PDN straps and rails:
Pins as bars on the die edge.
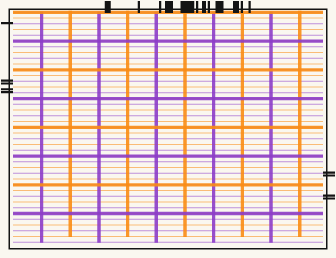
Cells coloured by class:
Scale bar: 50 um.
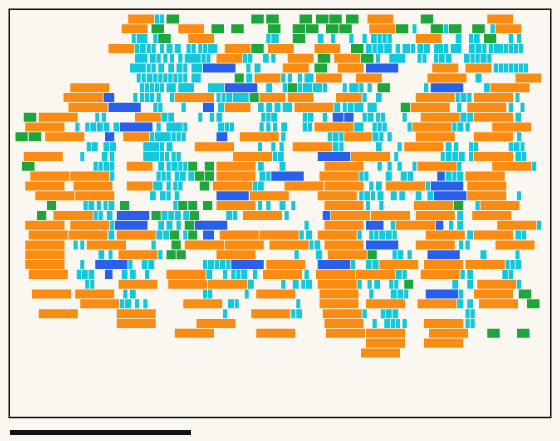
Clock wires, drivers and flops:
Scale bar: 50 um.
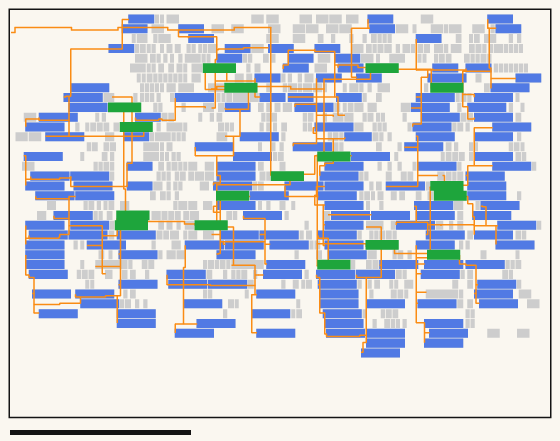
==> config.mk <==
export PLATFORM = sky130hd
export DESIGN_NAME = uart_rx_fifo_flat
export DESIGN_NICKNAME = d
export VERILOG_FILES = /design/src/rtl/uart_rx_fifo_pkg.sv /design/src/rtl/uart_rx_fifo_if.sv /design/src/rtl/uart_rx_fifo_mem.sv /design/src/rtl/uart_rx_fifo.sv /design/src/flat_wrapper.sv
export SDC_FILE = /design/constraint.sdc
export NUM_CORES = 1
export LEC_CHECK = 0
export ABC_AREA = 1
export ABC_CLOCK_PERIOD_IN_PS = 3000
export CORE_ASPECT_RATIO = 0.75
export CORE_UTILIZATION = 42
export CTS_CLUSTER_SIZE = 12
export DETAILED_ROUTE_END_ITERATION = 8
export HOLD_SLACK_MARGIN = 0.03
export PLACE_DENSITY = 0.63
export SLEW_MARGIN = 20
export SYNTH_ARGS = -nofsm -noshare
export SYNTH_HDL_FRONTEND = slang
export SYNTH_SLANG_ARGS = --single-unit
==> constraint.sdc <==
create_clock -name smp_clk -period 3 [get_ports smp_clk]
set_clock_uncertainty 0.15 [all_clocks]
set_input_delay 0.3 -clock smp_clk [delete_from_list [all_inputs] [get_ports smp_clk]]
set_output_delay 0.3 -clock smp_clk [all_outputs]
set_load 0.01 [all_outputs]
==> results.ini <==
[pwr]
finalPower_mw = 5.68
seq_power_share_pct = 44.9
comb_power_share_pct = 17.8
power.share.switching_pct = 28.1
power.group.top = sequential cells

[clock_tree]
hold_buffers = 0
cts_sinks = 161

[critical_path]
crit_type = reg -> reg
critical_path_required_ps = 3200

[layout]
nMultiInputCombCells = 426
area_share_nonclk_buffers_pct = 7.02
layout.non_clock_buffers = 63
max_reg_flops = 128
area_share_clock_buf_inv_pct = 7.42

[route]
drc_errors = 0

[global_route]
grt-ovfl-total = 0
grt_util_met3_pct = 4.67
grt_pass1_vias = 4669
wire_length_of_the_first_global_routing_pass_um = 24900

[logic_synthesis]
post-synth-top-area-cell = edfxtp_1
yosys.cell_count.top_type = nand2_1
synth-adder-area-share_pct = 1.83
synth_cells = 663
yosys_warnings = 0

[final_timing]
clock.fmax_ghz = 0.421

[place]
placement.io_buffers = 37
globalplace.congestion = 0.874

[outcome]
outcome = completed

[flow_run]
count_of_warning_messages_emitted_by_the_tools = 30

[floorplanning]
core_util_at_fp_pct = 42.9

[worst_hold_path]
hp-class = reg -> reg

Back to the opening pictures, 'PDN straps and rails':
| colour | net |
|---|---|
| orange | VDD |
| purple | VSS |
met4 straps: 10
rows: 40
die y size: 113 um
maximum VDD drop: 360 uV
Core Footprint: 16,000 um^2
Die W: 150 um

Back to the opening pictures, 'cells coloured by class':
| colour | class | cells |
|---|---|---|
| cyan | remaining logic cells | 471 |
| green | remaining buffers and delay cells | 63 |
| orange | registers | 161 |
| blue | clock drivers and dummy loads | 32 |
final instance area: 8060 um^2
fraction of area in registers: 55.9%
Finished Core Util: 50.5%

Back to the opening pictures, 'clock wires, drivers and flops':
[orange] clock wires | length: 1,700 um
[green] clock-net drivers | count: 17
[blue] flip-flops | count: 161
routed clock nets: 18
fraction of power consumed by the clock network: 37.3%
Power Clock: 2.12 mW
Clock Latency Late Sink: 420 ps

Power is estimated from default activity; no workload was simulated.
